[config.mk]
export PLATFORM = sky130hd
export DESIGN_NAME = hms_counter_flat
export DESIGN_NICKNAME = d
export VERILOG_FILES = /design/src/rtl/hms_counter_pkg.sv /design/src/rtl/hms_counter_if.sv /design/src/rtl/hms_counter_field.sv /design/src/rtl/hms_counter.sv /design/src/flat_wrapper.sv
export SDC_FILE = /design/constraint.sdc
export NUM_CORES = 1
export LEC_CHECK = 0
export ABC_AREA = 1
export CAP_MARGIN = 20
export CORE_ASPECT_RATIO = 1.75
export CORE_MARGIN = 1.5
export CORE_UTILIZATION = 55
export CTS_CLUSTER_DIAMETER = 30
export DETAILED_ROUTE_END_ITERATION = 8
export PLACE_DENSITY = 0.8
export SETUP_SLACK_MARGIN = 0.2
export SLEW_MARGIN = 20
export SYNTH_ARGS = -nofsm -noshare
export SYNTH_HDL_FRONTEND = slang
export SYNTH_SLANG_ARGS = --single-unit
export TNS_END_PERCENT = 100
[constraint.sdc]
create_clock -name clk -period 6.8 [get_ports clk]
set_clock_uncertainty 0.2 [all_clocks]
set_input_delay 1.02 -clock clk [delete_from_list [all_inputs] [get_ports clk]]
set_output_delay 1.02 -clock clk [all_outputs]
set_load 0.005 [all_outputs]
[src/rtl/hms_counter_pkg.sv]
// Shared types and helpers for the hours:minutes:seconds counter.
// Field width, bus width, FSM state, field bundle, clamp and packed-decimal conversion.
package hms_pkg;

   localparam int FIELD_W = 8;
   localparam int NUM_W   = 24;

   typedef enum logic {
      COUNT   = 1'b0,
      EXPIRED = 1'b1
   } hms_state_t;

   typedef struct packed {
      logic [FIELD_W-1:0] hours;
      logic [FIELD_W-1:0] minutes;
      logic [FIELD_W-1:0] seconds;
   } hms_t;

   // Presets at or above the modulus saturate to the largest legal value.
   function automatic logic [FIELD_W-1:0] clamp_field(input logic [FIELD_W-1:0] v,
                                                      input int modulus);
      return (int'(v) >= modulus) ? FIELD_W'(modulus - 1) : v;
   endfunction

   function automatic logic [NUM_W-1:0] to_number(input hms_t t);
      return NUM_W'(t.hours) * NUM_W'(10000)
           + NUM_W'(t.minutes) * NUM_W'(100)
           + NUM_W'(t.seconds);
   endfunction

endpackage

[src/rtl/hms_counter_if.sv]
// Control and display bus of hms_counter.
// The master drives tick/run/down/load and presets; the slave returns fields and strobes.
interface hms_counter_if;
   import hms_pkg::*;

   logic               tick;
   logic               run;
   logic               down;
   logic               load;
   logic [FIELD_W-1:0] load_h;
   logic [FIELD_W-1:0] load_m;
   logic [FIELD_W-1:0] load_s;
   logic [FIELD_W-1:0] hours;
   logic [FIELD_W-1:0] minutes;
   logic [FIELD_W-1:0] seconds;
   logic [NUM_W-1:0]   number;
   logic               rollover;
   logic               done;
   logic               expired;

   modport master (
      output tick, run, down, load, load_h, load_m, load_s,
      input  hours, minutes, seconds, number, rollover, done, expired
   );

   modport slave (
      input  tick, run, down, load, load_h, load_m, load_s,
      output hours, minutes, seconds, number, rollover, done, expired
   );

endinterface

[src/rtl/hms_counter_field.sv]
// One modulo-MOD up/down digit field with preset load.
// carry is combinational so a chain of fields advances together in one cycle.
module mod_field_counter
   import hms_pkg::*;
#(
   parameter int MOD = 60
) (
   input  logic               clk,
   input  logic               rst,
   input  logic               en,
   input  logic               down,
   input  logic               load,
   input  logic [FIELD_W-1:0] load_val,
   output logic [FIELD_W-1:0] value,
   output logic               carry
);

   localparam logic [FIELD_W-1:0] MAX_VAL = FIELD_W'(MOD - 1);

   logic [FIELD_W-1:0] value_q;
   logic [FIELD_W-1:0] value_d;

   always_comb begin
      carry   = en && (down ? (value_q == '0) : (value_q == MAX_VAL));
      value_d = value_q;
      if (load) begin
         value_d = load_val;
      end else if (en) begin
         if (down) begin
            value_d = (value_q == '0) ? MAX_VAL : value_q - FIELD_W'(1);
         end else begin
            value_d = (value_q == MAX_VAL) ? '0 : value_q + FIELD_W'(1);
         end
      end
   end

   always_ff @(posedge clk) begin
      if (rst) begin
         value_q <= '0;
      end else begin
         value_q <= value_d;
      end
   end

   assign value = value_q;

endmodule

[src/rtl/hms_counter.sv]
// Parametrised hh:mm:ss up/down counter with preset, countdown expiry and strobes.
// Fields are a carry chain of mod_field_counter; number is registered from the fields.
module hms_counter
   import hms_pkg::*;
#(
   parameter int HOUR_MOD     = 24,
   parameter int MIN_MOD      = 60,
   parameter int SEC_MOD      = 60,
   parameter bit STOP_AT_ZERO = 1'b1
) (
   input  logic         clk,
   input  logic         rst,
   hms_counter_if.slave bus
);

   hms_state_t       state_q, state_d;
   logic             rollover_q, rollover_d;
   logic             done_q, done_d;
   logic [NUM_W-1:0] number_q, number_d;

   hms_t preset;
   hms_t cur;
   logic counted;
   logic hold_zero;
   logic sec_en;

   // Index 0 = seconds, 1 = minutes, 2 = hours, so the packed order matches hms_t.
   logic [2:0]              en_v;
   logic [2:0]              carry_v;
   logic [2:0][FIELD_W-1:0] load_v;
   logic [2:0][FIELD_W-1:0] val_v;

   assign load_v = preset;
   assign cur    = val_v;

   genvar gi;
   generate
      for (gi = 0; gi < 3; gi++) begin : g_field
         localparam int FIELD_MOD = (gi == 0) ? SEC_MOD : (gi == 1) ? MIN_MOD : HOUR_MOD;
         if (gi == 0) begin : g_first
            assign en_v[gi] = sec_en;
         end else begin : g_chain
            assign en_v[gi] = carry_v[gi-1];
         end
         mod_field_counter #(.MOD(FIELD_MOD)) u_field (
            .clk      (clk),
            .rst      (rst),
            .en       (en_v[gi]),
            .down     (bus.down),
            .load     (bus.load),
            .load_val (load_v[gi]),
            .value    (val_v[gi]),
            .carry    (carry_v[gi])
         );
      end
   endgenerate

   always_comb begin
      preset.hours   = clamp_field(bus.load_h, HOUR_MOD);
      preset.minutes = clamp_field(bus.load_m, MIN_MOD);
      preset.seconds = clamp_field(bus.load_s, SEC_MOD);

      counted   = bus.tick && bus.run && (state_q == COUNT) && !bus.load;
      hold_zero = STOP_AT_ZERO && bus.down && (cur == '0);
      sec_en    = counted && !hold_zero;

      // A full-chain carry only happens on a wrap in either direction.
      rollover_d = carry_v[2];
      // The only down step that lands on zero starts from 00:00:01.
      done_d = STOP_AT_ZERO && sec_en && bus.down
            && (cur.hours == '0) && (cur.minutes == '0)
            && (cur.seconds == FIELD_W'(1));

      state_d = state_q;
      if (bus.load) begin
         state_d = COUNT;
      end else if (done_d) begin
         state_d = EXPIRED;
      end

      number_d = to_number(cur);
   end

   always_ff @(posedge clk) begin
      if (rst) begin
         state_q    <= COUNT;
         rollover_q <= 1'b0;
         done_q     <= 1'b0;
         number_q   <= '0;
      end else begin
         state_q    <= state_d;
         rollover_q <= rollover_d;
         done_q     <= done_d;
         number_q   <= number_d;
      end
   end

   assign bus.hours    = cur.hours;
   assign bus.minutes  = cur.minutes;
   assign bus.seconds  = cur.seconds;
   assign bus.number   = number_q;
   assign bus.rollover = rollover_q;
   assign bus.done     = done_q;
   assign bus.expired  = (state_q == EXPIRED);

endmodule

[src/flat_wrapper.sv]
// flat-port wrapper written by rule: the top's interface ports become plain ports
module hms_counter_flat import hms_pkg::*;
#(
   parameter int HOUR_MOD     = 24,
   parameter int MIN_MOD      = 60,
   parameter int SEC_MOD      = 60,
   parameter bit STOP_AT_ZERO = 1'b1
)
  (clk, rst, bus_tick, bus_run, bus_down, bus_load, bus_load_h, bus_load_m, bus_load_s, bus_hours, bus_minutes, bus_seconds, bus_number, bus_rollover, bus_done, bus_expired);
  hms_counter_if bus_i ();
  input  logic clk;
  input  logic rst;
  input wire logic [$bits(bus_i.tick)-1:0] bus_tick;
  input wire logic [$bits(bus_i.run)-1:0] bus_run;
  input wire logic [$bits(bus_i.down)-1:0] bus_down;
  input wire logic [$bits(bus_i.load)-1:0] bus_load;
  input wire logic [$bits(bus_i.load_h)-1:0] bus_load_h;
  input wire logic [$bits(bus_i.load_m)-1:0] bus_load_m;
  input wire logic [$bits(bus_i.load_s)-1:0] bus_load_s;
  output wire logic [$bits(bus_i.hours)-1:0] bus_hours;
  output wire logic [$bits(bus_i.minutes)-1:0] bus_minutes;
  output wire logic [$bits(bus_i.seconds)-1:0] bus_seconds;
  output wire logic [$bits(bus_i.number)-1:0] bus_number;
  output wire logic [$bits(bus_i.rollover)-1:0] bus_rollover;
  output wire logic [$bits(bus_i.done)-1:0] bus_done;
  output wire logic [$bits(bus_i.expired)-1:0] bus_expired;
  assign bus_i.tick = bus_tick;
  assign bus_i.run = bus_run;
  assign bus_i.down = bus_down;
  assign bus_i.load = bus_load;
  assign bus_i.load_h = bus_load_h;
  assign bus_i.load_m = bus_load_m;
  assign bus_i.load_s = bus_load_s;
  assign bus_hours = bus_i.hours;
  assign bus_minutes = bus_i.minutes;
  assign bus_seconds = bus_i.seconds;
  assign bus_number = bus_i.number;
  assign bus_rollover = bus_i.rollover;
  assign bus_done = bus_i.done;
  assign bus_expired = bus_i.expired;
  hms_counter #(.HOUR_MOD(HOUR_MOD), .MIN_MOD(MIN_MOD), .SEC_MOD(SEC_MOD), .STOP_AT_ZERO(STOP_AT_ZERO)) u_core (.clk(clk), .rst(rst), .bus(bus_i));
endmodule
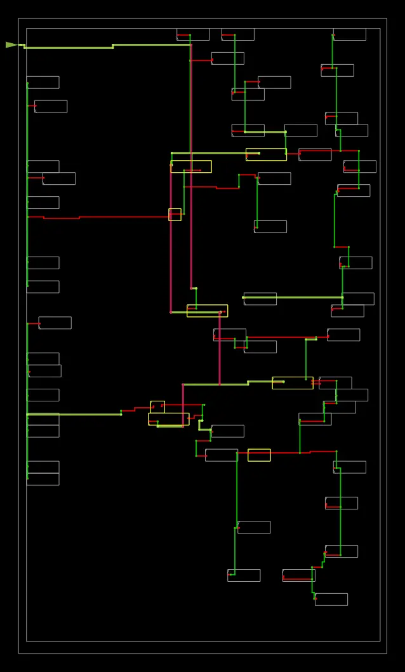
*The clock network, run 1*
Clk power: 0.000279 W
clock insertion delay at the later pin of the skew report: 310 ps
clock sinks: 51

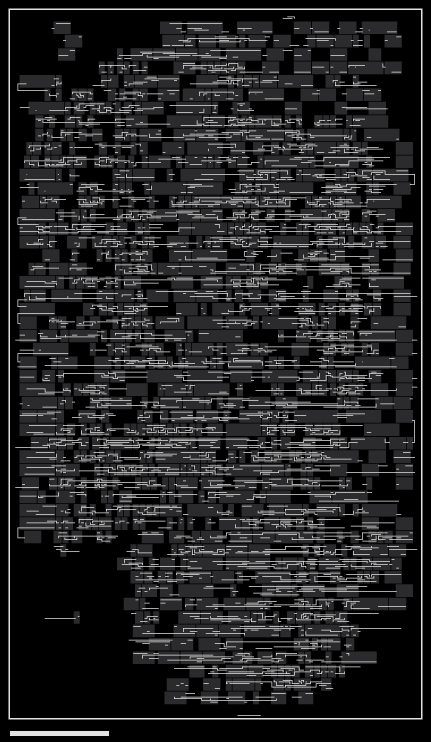
*Met1 routing, run 1*
The bar under the picture is 20 um long. Cells faint in the background.
longest straight run: 26.7 um
nets with wire on the layer: 1032
WL final: 16500 um
met1 GRT Util: 0.284
vias: 6140

==> run summary, run 1 <==
Antenna cells = 0
Critical path type = flip-flop to flip-flop
Yosys top cell area share = 0.215
Worst Path Arrival = 5490 ps
Synth Cell Area = 6220 sq um
Pwr Density = 190 nW/um^2
Worst path slowest cell = dfxtp_1
R2R cell count = 27
CTS Buf Count = 5
Crit path DRT = 6850 ps
Post-CTS resize count = 0
Hold depth = 2
Total GRT Usage = 0.283
Detailed placement HPWL = 13300 um
Psw = 0.000596 W
Slew Viols, Final = 0
Max_cap viols = 0
Synth top cell by count = nand2_1
Initial antenna violation count = 0
Syn Area/Cell = 6.95 sq um
Clk pwr share = 0.202
Final setup TNS = 0 ps
Status = complete, no violations
OpenROAD warning count = 50
Fin crit period = 5450 ps
Die Y = 144 um
Die area = 12000 sq um
Post-synthesis cell count = 895
Yosys synthesis chip area = 6220 sq um
CTS Root Cell = clkbuf_16
Leakage = 3.66 nW
DRC violations left = 0
Fillers = 1021
Met3 usage = 0.0316
Final tally of hold violations = 0
Max VDD drop = 0.196 mV
Worst Max-Slew Pin Slew = 879 ps
Synth Net Count = 1049
Clock Pin Slew Worst Setup and Hold Paths = 80 ps
Final Hold Slack = 377 ps
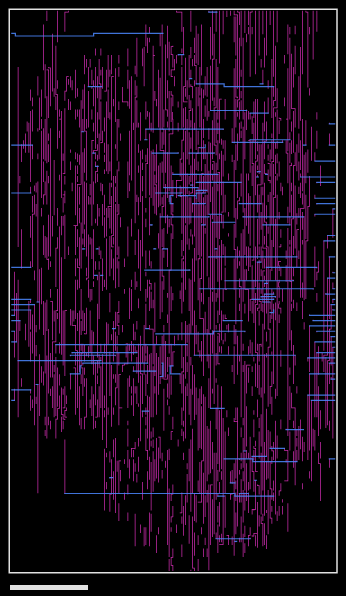
*Routed metal, one color a layer, run 1*
The bar under the picture is 20 um long. Two of the layers only.
legend:
  magenta:
    layer: met2
    wire_length: 8950 um
  blue:
    layer: met3
    wire_length: 795 um

==> run 1: state kept, by name (all words and copies together), names as in the netlist <==
signal and count:
u_core.bus.done 1, u_core.bus.expired 1, u_core.bus.number 24, u_core.bus.rollover 1, u_core.g_field.u_field.value 24
==> run 1: metrics by stage <==
step / utilization / cell area [sq um] / power (W) / setup slack [ps]
floorplan: - / 6220 / 0.000879 / 1870
global placement: 0.644 / 7150 / 0.00109 / 1500
detailed placement: 0.644 / 7150 / 0.00110 / 1380
CTS: 0.658 / 7300 / 0.00138 / 1350
global route: 0.658 / 7300 / 0.00149 / 875
finish: 0.658 / 7300 / 0.00138 / 1350
==> run 1: layout make-up <==
cell class                 instances  area, sq um  area share
timing repair buffer              83          823       0.113
multi-input combinational        684         4590       0.628
clock inverter                     2         16.3     0.00223
tap                              132          165      0.0226
sequential                        51         1020       0.140
inverter                         147          552      0.0756
clock buffer                       6          139      0.0190
==> run 1: worst max-delay path, delay by kind of cell (launching register included) <==
family | cells | cell delay (ps)
buffers and inverters | 4 | 450
xor gates and xnor gates | 1 | 130
and+or+nand+nor | 16 | 1510
DFF | 1 | 600
adders and majority gates | 6 | 2490
==> run 1: routing by layer <==
| metal | vias to the layer above | routed length [um] |
|---|---|---|
| li1 | 3078 | - |
| met1 | 2827 | 6020 |
| met2 | 185 | 8950 |
| met3 | 50 | 795 |
| met4 | 0 | 759 |
| met5 | - | 0 |
==> run 1: cells in the final DEF (no fill, tap or decap), types with 17 or more instances in the layout <==
cell type	n
nor2_1	61
nand3_1	48
nand2_1	195
a21oi_1	62
o21ai_0	43
inv_1	144
ha_1	107
fa_1	17
clkdlybuf4s50_1	80
dfxtp_1	51
xor2_1	25
==> run 1: power groups by stage <==
stage	registers [W]	logic, W	clock network [W]
floorplan	0.000373	0.000506	0
global placement	0.000377	0.000712	0
global route	0.000376	0.000827	0.000287
CTS	0.000371	0.000733	0.000279
finish	0.000371	0.000734	0.000279
detailed placement	0.000377	0.000725	0
==> run 1: kinds of logic after synthesis <==
family                     count (synthesis)  synth area share
other                                      1          0.000603
DFF                                       51             0.164
buffers and inverters                    160            0.0984
adders and majority gates                124             0.270
and+or+nand+nor                          372             0.273
AOI/OAI and AO/OA                        148             0.137
xor gates and xnor gates                  39            0.0561
==> run 1: path summary, 6_finish.rpt <==
path / start / endpoint / slack, ps
worst max register to register: u_core.g_field[2].u_field.value[2] / u_core.bus.number[21] / 1350
worst min-delay path: u_core.bus.expired / u_core.bus.expired / 380
worst min register to register: u_core.bus.expired / u_core.bus.expired / 380
worst max-delay path: u_core.g_field[2].u_field.value[2] / u_core.bus.number[21] / 1350
==> run 2: changes to the inputs <==
CORE_UTILIZATION = 52   (was 55)
PLACE_DENSITY = 0.79   (was 0.8)
clock period = 4.7 ns   (was 6.8 ns; I/O delays follow)
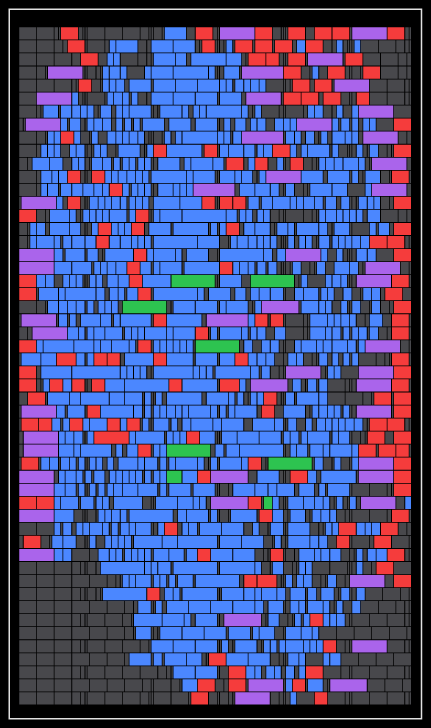
*Placement by cell class, run 2*
Fill, decap, tap and diode cells in gray.
legend:
  red:
    class: other buffers and delay cells
    cells: 147
    share_of_their_area: 16%
  purple:
    class: flip-flops
    cells: 51
    share_of_their_area: 13%
  blue:
    class: all other logic
    cells: 831
    share_of_their_area: 69%
  green:
    class: clock drivers and dummy loads
    cells: 8
    share_of_their_area: 2.0%

==> run 2 against run 1 <==
  * Global-route usage grew 0.18 points
  * Largest power group unchanged
  * Fmax grew 13%
  * Die area grew 5.6%
  * Utilization grew 5.4 points
  * The run now ends with setup timing left
  * Clock-buffer cell count is the same
  * Via count grew 8.9%
  * Routed wire length grew 17%
  * Sequential share of layout area shrank 1.3 points
  * Worst setup slack lost 1500 ps
  * Power grew 72%
  * Sequential power grew about 40%
  * Critical path depth shrank 1
==> run summary, run 2 <==
Synth Cell Area = 6220 sq um (unchanged)
Fin util = 0.712 (was 0.658)
Total GRT Usage = 0.285 (was 0.283)
Clock insertion delay at the later pin of the skew report = 300 ps (was 310 ps)
Met1 WL = 6860 um (was 6020 um)
Top layer in use = met4 (unchanged)
Die area = 12700 sq um (was 12000 sq um)
Failing checks = setup timing
Slew Viols, Final = 0 (unchanged)
Register Area = 1040 sq um (was 1020 sq um)
Detailed placement HPWL = 13500 um (was 13300 um)
Max_cap viols = 0 (unchanged)
Leakage = 4.05 nW (was 3.66 nW)
Status = finished with violations (was complete, no violations)
Yosys synthesis chip area = 6220 sq um (unchanged)
Max VDD drop = 0.287 mV (was 0.196 mV)
Critical path type = flip-flop to flip-flop (unchanged)
Synth Net Count = 1049 (unchanged)
Routed wl met2 = 10600 um (was 8950 um)
Final worst setup slack = -128 ps (was 1350 ps)
# setup viols final = 7 (was 0)
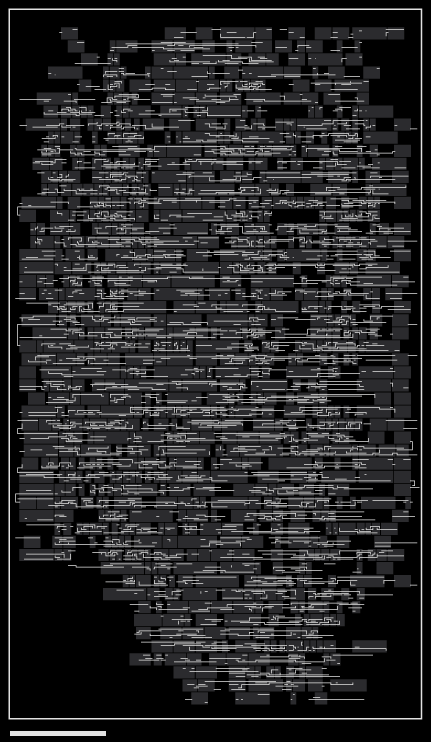
*Met1 routing, run 2*
The bar under the picture is 20 um long. Cells faint in the background.
vias: 6689
met1 GRT Util: 0.287
WL final: 19400 um

==> run 2: cell counts after synthesis <==
Identical to the previous run, type by type.
==> run 2: area by class of cell <==
type                            instances  area share
Tap cell                              135      0.0205
Clock inverter                          2     0.00167
Sequential cell                        51       0.127
Clock buffer                            6      0.0182
Timing Repair Buffer                  147       0.161
Multi-Input combinational cell        684       0.604
Inverter                              147      0.0678
==> run 2: final timing paths <==
path / start / to / cells past startpoint
max: u_core.g_field[2].u_field.value[3] / u_core.bus.number[21] / 26
min: u_core.g_field[2].u_field.value[5] / u_core.g_field[2].u_field.value[5] / 2
max reg2reg: u_core.g_field[2].u_field.value[3] / u_core.bus.number[21] / 26
min reg2reg: u_core.g_field[2].u_field.value[5] / u_core.g_field[2].u_field.value[5] / 2
==> run 2: cells by family (layout without fill, tap and decap cells) <==
family	count (synthesis)	count (layout)	share of synthesized area
AND/OR/NAND/NOR	372	372	0.273
buffers and inverters	160	302	0.0984
AND-OR/OR-AND	148	148	0.137
adder cells (fa/ha/maj)	124	124	0.270
flip-flops	51	51	0.164
XOR/XNOR	39	39	0.0561
other	1	1	0.000603
==> run 2: report_power, final <==
group	internal, W	total [W]	switching (W)
combinational	0.000634	0.00145	0.000811
sequential	0.000489	0.000520	0.0000315
clock	0.000231	0.000413	0.000183
==> run 2: timing repair <==
item                       CTS  global route
pin swaps                   25            19
setup endpoints to repair    7             9
gates resized               33            41
buffers inserted            28             7
==> run 2: worst max-delay path: stages (launching register included) <==
cell	delay, ps
dfxtp_4	360
inv_4	40
ha_4	230
ha_4	260
inv_2	40
fa_1	490
fa_1	530
buf_4	160
fa_2	370
inv_2	100
nand2_2	60
nand2_2	70
nand2_2	60
xnor2_2	220
ha_4	260
nand2_4	100
a21oi_4	50
nor2_4	130
nand3_4	130
buf_12	150
xnor2_4	240
nand3_4	130
nor2_4	120
nand2_2	60
nand2_1	60
nand2_1	50
nor2_1	110
==> run 2: through the flow <==
step           power (W)  hold WS [ps]  setup WS, ps  instances  TNS, ps
2_1_floorplan    0.00129           317           204        895        0
3_3_place_gp     0.00163           315         -19.5       1129    -37.2
3_5_place_dp     0.00165           324         -81.9       1129     -249
4_1_cts          0.00218           339          74.1       1165        0
5_1_grt          0.00252           358          -274       1172    -1750
6_report         0.00238           342          -128       1172     -526
==> run 2: routing by layer <==
metal,global-route usage,vias to the layer above
li1,-,3211
met1,0.287,3113
met2,0.560,269
met5,0,-
met3,0.0302,96
met4,0.143,0
Power and IR drop assume default switching activity.
